`config.mk`:
```
export PLATFORM = sky130hd
export DESIGN_NAME = adat_rx_interval_tracker
export DESIGN_NICKNAME = d
export VERILOG_FILES = /design/src/rtl/adat_rx_interval_tracker.sv
export SDC_FILE = /design/constraint.sdc
export NUM_CORES = 1
export LEC_CHECK = 0
export CORE_MARGIN = 2
export CORE_UTILIZATION = 40
export CTS_CLUSTER_SIZE = 12
export DETAILED_ROUTE_END_ITERATION = 8
export GPL_TIMING_DRIVEN = 0
export MAX_ROUTING_LAYER = met4
export PLACE_DENSITY = 0.6
export SLEW_MARGIN = 10
export SYNTH_ARGS = -nofsm -noshare
export SYNTH_HDL_FRONTEND = slang
export SYNTH_SLANG_ARGS = --single-unit
```
`constraint.sdc`:
```
create_clock -name i_clk -period 12.28 [get_ports i_clk]
set_clock_uncertainty 0.2 [all_clocks]
set_input_delay 3.684 -clock i_clk [delete_from_list [all_inputs] [get_ports i_clk]]
set_output_delay 3.684 -clock i_clk [all_outputs]
set_load 0.05 [all_outputs]
```
`src/rtl/adat_rx_interval_tracker.sv`:
```
// adat_rx_interval_tracker
//
// Measures the spacing of ADAT line transitions and derives frame timing from it.
// Long gaps are classified as frame sync gaps by comparing each interval against a
// slowly decaying maximum. The frame period, measured between consecutive sync gaps,
// yields a per-bit time estimate. The block reports lock once the frame period has
// matched its predecessor for LOCK_FRAMES frames in a row.
//
// Ports:
//   i_clk          sole clock, rising edge
//   i_rst          synchronous active-high reset
//   i_edge         single-cycle pulse per detected line transition
//   o_edge_time    last edge-to-edge interval in cycles (saturating)
//   o_edge_valid   one-cycle strobe when o_edge_time updates
//   o_max_time     tracked maximum interval
//   o_sync_detect  one-cycle strobe when the interval was a sync gap
//   o_frame_time   cycles between the last two sync gaps
//   o_bit_time     o_frame_time >> BITS_LOG2
//   o_locked       frame period stable for LOCK_FRAMES frames
//   o_timeout      no edge seen for 2^CNT_W-1 cycles
module adat_rx_interval_tracker #(
    parameter int CNT_W       = 12,
    parameter int FRAME_W     = 16,
    parameter int MAX_INIT    = 20,
    parameter int DECAY_SH    = 4,
    parameter int TOL_SH      = 5,
    parameter int LOCK_FRAMES = 4,
    parameter int BITS_LOG2   = 8
) (
    input  logic               i_clk,
    input  logic               i_rst,
    input  logic               i_edge,
    output logic [CNT_W-1:0]   o_edge_time,
    output logic               o_edge_valid,
    output logic [CNT_W-1:0]   o_max_time,
    output logic               o_sync_detect,
    output logic [FRAME_W-1:0] o_frame_time,
    output logic [FRAME_W-1:0] o_bit_time,
    output logic               o_locked,
    output logic               o_timeout
);

    localparam int                 MATCH_W    = $clog2(LOCK_FRAMES + 1);
    localparam logic [CNT_W-1:0]   CNT_MAX    = '1;
    localparam logic [FRAME_W-1:0] FRAME_MAX  = '1;
    localparam logic [CNT_W-1:0]   MAX_INIT_V = CNT_W'(MAX_INIT);
    localparam logic [MATCH_W-1:0] LOCK_V     = MATCH_W'(LOCK_FRAMES);

    logic [CNT_W-1:0]   cnt_q, cnt_d;
    logic               first_edge_q, first_edge_d;
    logic [CNT_W-1:0]   edge_time_q, edge_time_d;
    logic               edge_valid_q, edge_valid_d;
    logic [CNT_W-1:0]   max_q, max_d;
    logic               sync_q, sync_d;
    logic [FRAME_W-1:0] fcnt_q, fcnt_d;
    logic               first_sync_q, first_sync_d;
    logic [FRAME_W-1:0] frame_time_q, frame_time_d;
    logic [FRAME_W-1:0] bit_time_q, bit_time_d;
    logic               have_prev_q, have_prev_d;
    logic [MATCH_W-1:0] match_cnt_q, match_cnt_d;
    logic               locked_q, locked_d;
    logic               timeout_q, timeout_d;

    logic [CNT_W-1:0]   thr;
    logic [CNT_W-1:0]   decayed;
    logic [CNT_W-1:0]   sync_max;
    logic               is_sync;
    logic               timeout_evt;
    logic [FRAME_W-1:0] frame_diff;
    logic               frame_match;

    always_comb begin
        // Threshold and decay are subtractions of a right-shifted copy, so they can never underflow.
        thr         = max_q - (max_q >> 2);
        decayed     = max_q - (max_q >> DECAY_SH);
        is_sync     = i_edge && !first_edge_q && (cnt_q >= thr);
        timeout_evt = !i_edge && (cnt_q == CNT_MAX);

        sync_max = cnt_q;
        if (decayed > sync_max) begin
            sync_max = decayed;
        end
        if (MAX_INIT_V > sync_max) begin
            sync_max = MAX_INIT_V;
        end

        frame_diff  = (fcnt_q >= frame_time_q) ? (fcnt_q - frame_time_q) : (frame_time_q - fcnt_q);
        frame_match = (frame_diff <= (frame_time_q >> TOL_SH));

        first_edge_d = first_edge_q;
        edge_time_d  = edge_time_q;
        edge_valid_d = 1'b0;
        max_d        = max_q;
        sync_d       = 1'b0;
        first_sync_d = first_sync_q;
        frame_time_d = frame_time_q;
        bit_time_d   = bit_time_q;
        have_prev_d  = have_prev_q;
        match_cnt_d  = match_cnt_q;
        timeout_d    = timeout_q;

        cnt_d  = i_edge ? CNT_W'(1) : ((cnt_q == CNT_MAX) ? cnt_q : cnt_q + CNT_W'(1));
        fcnt_d = is_sync ? FRAME_W'(1) : ((fcnt_q == FRAME_MAX) ? fcnt_q : fcnt_q + FRAME_W'(1));

        // An edge on the saturation cycle still wins over the timeout and reports all-ones.
        if (i_edge) begin
            timeout_d = 1'b0;
            if (first_edge_q) begin
                first_edge_d = 1'b0;
            end else begin
                edge_time_d  = cnt_q;
                edge_valid_d = 1'b1;
                if (is_sync) begin
                    sync_d = 1'b1;
                    max_d  = sync_max;
                end else if (cnt_q > max_q) begin
                    max_d = cnt_q;
                end
            end
        end else if (timeout_evt) begin
            // Line is dead: forget everything learned about the signal.
            timeout_d    = 1'b1;
            first_edge_d = 1'b1;
            max_d        = MAX_INIT_V;
            first_sync_d = 1'b1;
            have_prev_d  = 1'b0;
            match_cnt_d  = '0;
        end

        // The first sync only starts the frame counter; frames are compared from the second measured one on.
        if (is_sync) begin
            if (first_sync_q) begin
                first_sync_d = 1'b0;
            end else begin
                frame_time_d = fcnt_q;
                bit_time_d   = fcnt_q >> BITS_LOG2;
                have_prev_d  = 1'b1;
                if (have_prev_q) begin
                    if (frame_match) begin
                        match_cnt_d = (match_cnt_q == LOCK_V) ? LOCK_V : match_cnt_q + MATCH_W'(1);
                    end else begin
                        match_cnt_d = '0;
                    end
                end
            end
        end else if (fcnt_q == FRAME_MAX) begin
            match_cnt_d = '0;
        end

        locked_d = (match_cnt_d == LOCK_V);
    end

    always_ff @(posedge i_clk) begin
        if (i_rst) begin
            cnt_q        <= '0;
            first_edge_q <= 1'b1;
            edge_time_q  <= '0;
            edge_valid_q <= 1'b0;
            max_q        <= MAX_INIT_V;
            sync_q       <= 1'b0;
            fcnt_q       <= '0;
            first_sync_q <= 1'b1;
            frame_time_q <= '0;
            bit_time_q   <= '0;
            have_prev_q  <= 1'b0;
            match_cnt_q  <= '0;
            locked_q     <= 1'b0;
            timeout_q    <= 1'b0;
        end else begin
            cnt_q        <= cnt_d;
            first_edge_q <= first_edge_d;
            edge_time_q  <= edge_time_d;
            edge_valid_q <= edge_valid_d;
            max_q        <= max_d;
            sync_q       <= sync_d;
            fcnt_q       <= fcnt_d;
            first_sync_q <= first_sync_d;
            frame_time_q <= frame_time_d;
            bit_time_q   <= bit_time_d;
            have_prev_q  <= have_prev_d;
            match_cnt_q  <= match_cnt_d;
            locked_q     <= locked_d;
            timeout_q    <= timeout_d;
        end
    end

    assign o_edge_time   = edge_time_q;
    assign o_edge_valid  = edge_valid_q;
    assign o_max_time    = max_q;
    assign o_sync_detect = sync_q;
    assign o_frame_time  = frame_time_q;
    assign o_bit_time    = bit_time_q;
    assign o_locked      = locked_q;
    assign o_timeout     = timeout_q;

endmodule

```
==> run summary <==
PostCTS Resize Cnt - 0
crit path time final - 6100 ps
grt ovf - 0
clock-pin slew of the registers on the worst-case setup and hold paths - 60 ps
Hold Path Stages - 2
worst r2r src - o_frame_time[6]$_SDFFE_PP0P_
EDFF count, synth - 0
AND-OR/OR-AND Cells, Area Fraction - 22.7%
WS Path Type - primary input to flip-flop
Leak - 3.44 nW
TritonCTS Sinks - 78
CP endpoint - o_max_time[0]$_SDFFE_PP0P_
max-slew violations - 0
post-cts hold buffer count - 0
Gate Area - 5090 um^2
initial DRC count - 622
post-CTS setup buffer count - 0
outcome - finished, final reports clean
Top class by area - logic gates
Final HPWL DP - 17.3 mm
First-pass DRT Iterations - 5
Top Layout Cells - a21oi_1, ha_1, nor2_1, inv_1, dfxtp_1
count of multi-input gates - 751
DIE WIDTH - 138 um
die area - 19200 um^2
Cell Type Count - 67
tool warning count - 42
grt met1 use - 33.6%
root buffer cell - clkbuf_16
ClkCell Share - 3.60%
Pre-Place Util - 40.6%
antenna violations before repair - 0
yosys stat chip area - 7240 um^2
TritonCTS clock tree - built
Reg2Reg Depth - 20
Top Metal Used - met4
mux frac, synth - 2.30%
worst setup path startpoint - i_edge
met3 usage - 2.63%
Synth-to-Final Area Change - 15.7%
Non-clock buffers - 108
top cells by area - dfxtp_1, ha_1, a21oi_1, nor2_1, inv_1
clkbuf count - 12
# Cells Yosys - 961
reg2reg setup slack - 6340 ps
PortBufs - 52
Ports - 63
gp weighted congestion - 0.953
total track usage - 23.3%
reg2reg end - o_locked$_SDFF_PP0_
Final ANT Viol Nets - 0
Crit. End Element - flip-flop
arrival time of the worst setup path - 6170 ps
Metal-1 WL - 10.9 mm
die height - 138 um
Simple-Gate Area Share - 21.5%
FILL cells - 1849
Post-synth seq share - 21.6%
CP startpoint kind - primary input
DP Worst Slack - 5910 ps
Synth area leader - dfxtp_1
invs w/o clock - 83
RSZ-0062 raised after global routing - no
Max-slew headroom - 26.2%
Via density - 5.57
post-synthesis cell area - 7240 um^2
H-tree levels - 3
TritonCTS buffer count - 9
dpl cell area - 8070 um^2
Syn Area/Cell - 7.53 um^2
Synth Instances - 961
register area - 1560 um^2
drc violations - 0
worst hold path class - flip-flop to flip-flop
Final #Nets - 1138
first-pass GRT wire length - 35.0 mm
Final non-clock buffer share - 9.76%
pwr dens - 74.2 nW/um^2
crit path max fanout - 10
Hold Startpoint - o_edge_time[8]$_SDFFE_PP0P_
setup TNS - 0 ps
diode count - 0
GRT Max-Usage Layer - met2
==> cells in the mapped netlist (7+ instances only) <==
| library cell | n |
|---|---|
| clkbuf_1 | 28 |
| xor2_1 | 7 |
| nor2_1 | 96 |
| o211ai_1 | 14 |
| a211oi_1 | 11 |
| o21a_1 | 11 |
| xnor2_1 | 35 |
| nor2b_1 | 12 |
| nor4_1 | 7 |
| inv_1 | 83 |
| nand2b_1 | 13 |
| a21oi_1 | 106 |
| buf_4 | 16 |
| o21bai_1 | 10 |
| o21ai_0 | 41 |
| mux2i_1 | 11 |
| nand2_1 | 73 |
| a21o_1 | 17 |
| nand3_1 | 34 |
| ha_1 | 100 |
| or3_1 | 13 |
| dfxtp_1 | 78 |
| nor3_1 | 21 |
| nand4_1 | 25 |
| buf_2 | 9 |
==> cells by family after synthesis <==
family | Yosys count
AND/OR/NAND/NOR | 320
AND-OR/OR-AND | 261
buffers and inverters | 139
adder cells (fa/ha/maj) | 104
flip-flops | 78
XOR/XNOR | 42
multiplexers | 16
other | 1
==> through the flow <==
stage | utilization, % | hold WS, ps | power (mW)
after global routing | 46.9 | 270 | 0.645
final | 46.9 | 256 | 0.621
after detailed placement | 45.2 | 250 | 0.346
after global placement | 45.2 | 247 | 0.346
after CTS | 46.9 | 258 | 0.624
after floorplan | - | 245 | 0.325
==> worst max-delay path, cell delays in order <==
cell	delay (ps)
clkbuf_1	390
nand2b_1	100
clkbuf_1	280
a311oi_1	650
clkbuf_1	440
nor2b_1	430
a32oi_1	90
o211ai_1	110
==> power by group <==
part           internal, mW  switching [mW]  total (mW)
Combinational        0.0311          0.0539      0.0850
Sequential            0.255         0.00284       0.258
Clock                 0.164           0.114       0.278
**Placement view**

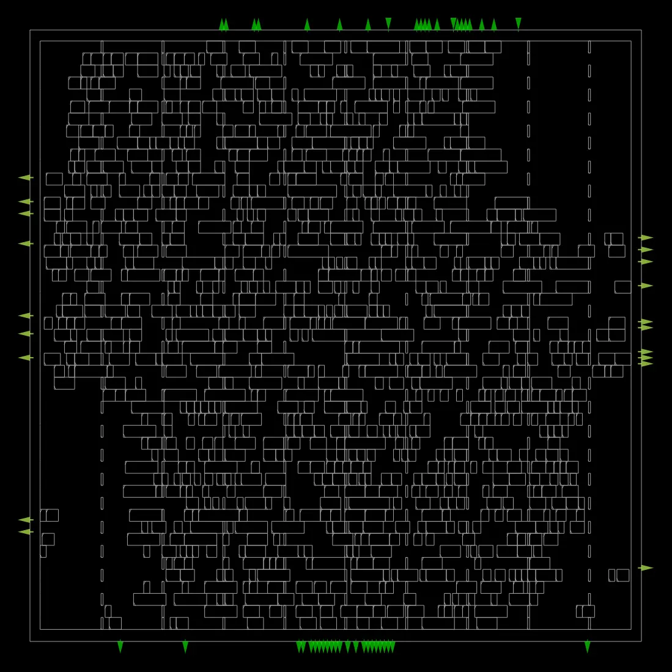
flop share of the area: 18.7%
seq_cells: 78
std cell rows: 49
core area: 17800 um^2
Post-Layout Cell Count: 1265

**Signal wires on met2**

Cells faint in the background.
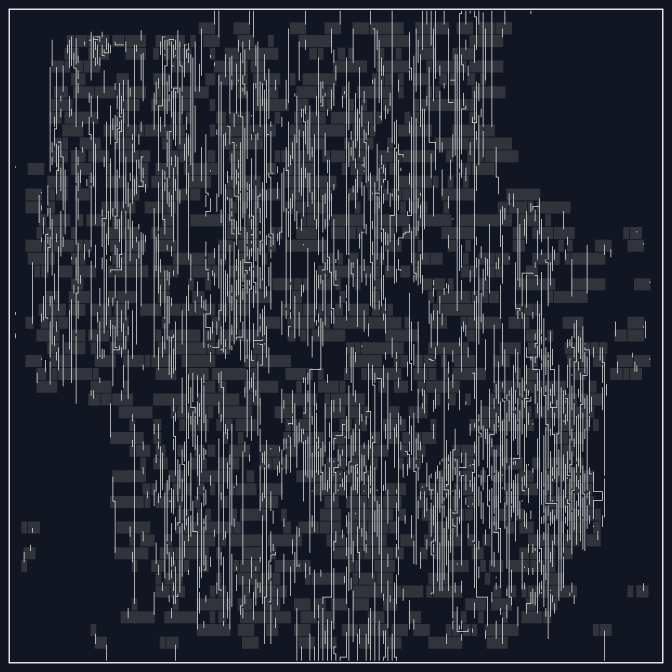
928 nets have wire on it. The layer holds 43% of the routed length. The longest straight run is 63.9 um. The layer carries 9310 um of wire.
routed vias: 7046
Post-Route WL: 21.6 mm
M2 GR Usage: 34.5%

**Gate families picked out**

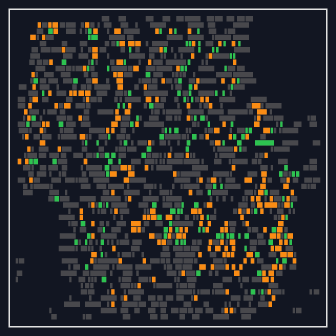
Orange is inverting AOI/OAI gates, cells 224, most used a21oi_1, where all over the die. Green is NAND gates, cells 148, most used nand2_1.
Comb area share: 60.8%
Commonest Layout Cell: a21oi_1

**Clock wires, drivers and flops**

The bar under the picture is 50 um long.
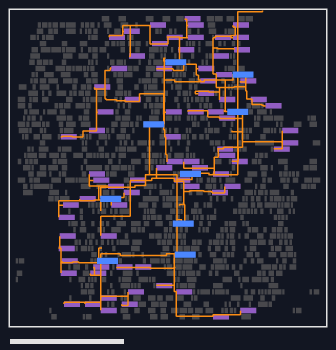
Blue is cells driving clock nets, count 9. Orange is clock wires, length 1230 um. Purple is flip-flops, count 78.
There are 10 routed clock nets.
Clock Power Share: 44.8%
clk_lat worst skew: 350 ps

Power is estimated from default activity; no workload was simulated.
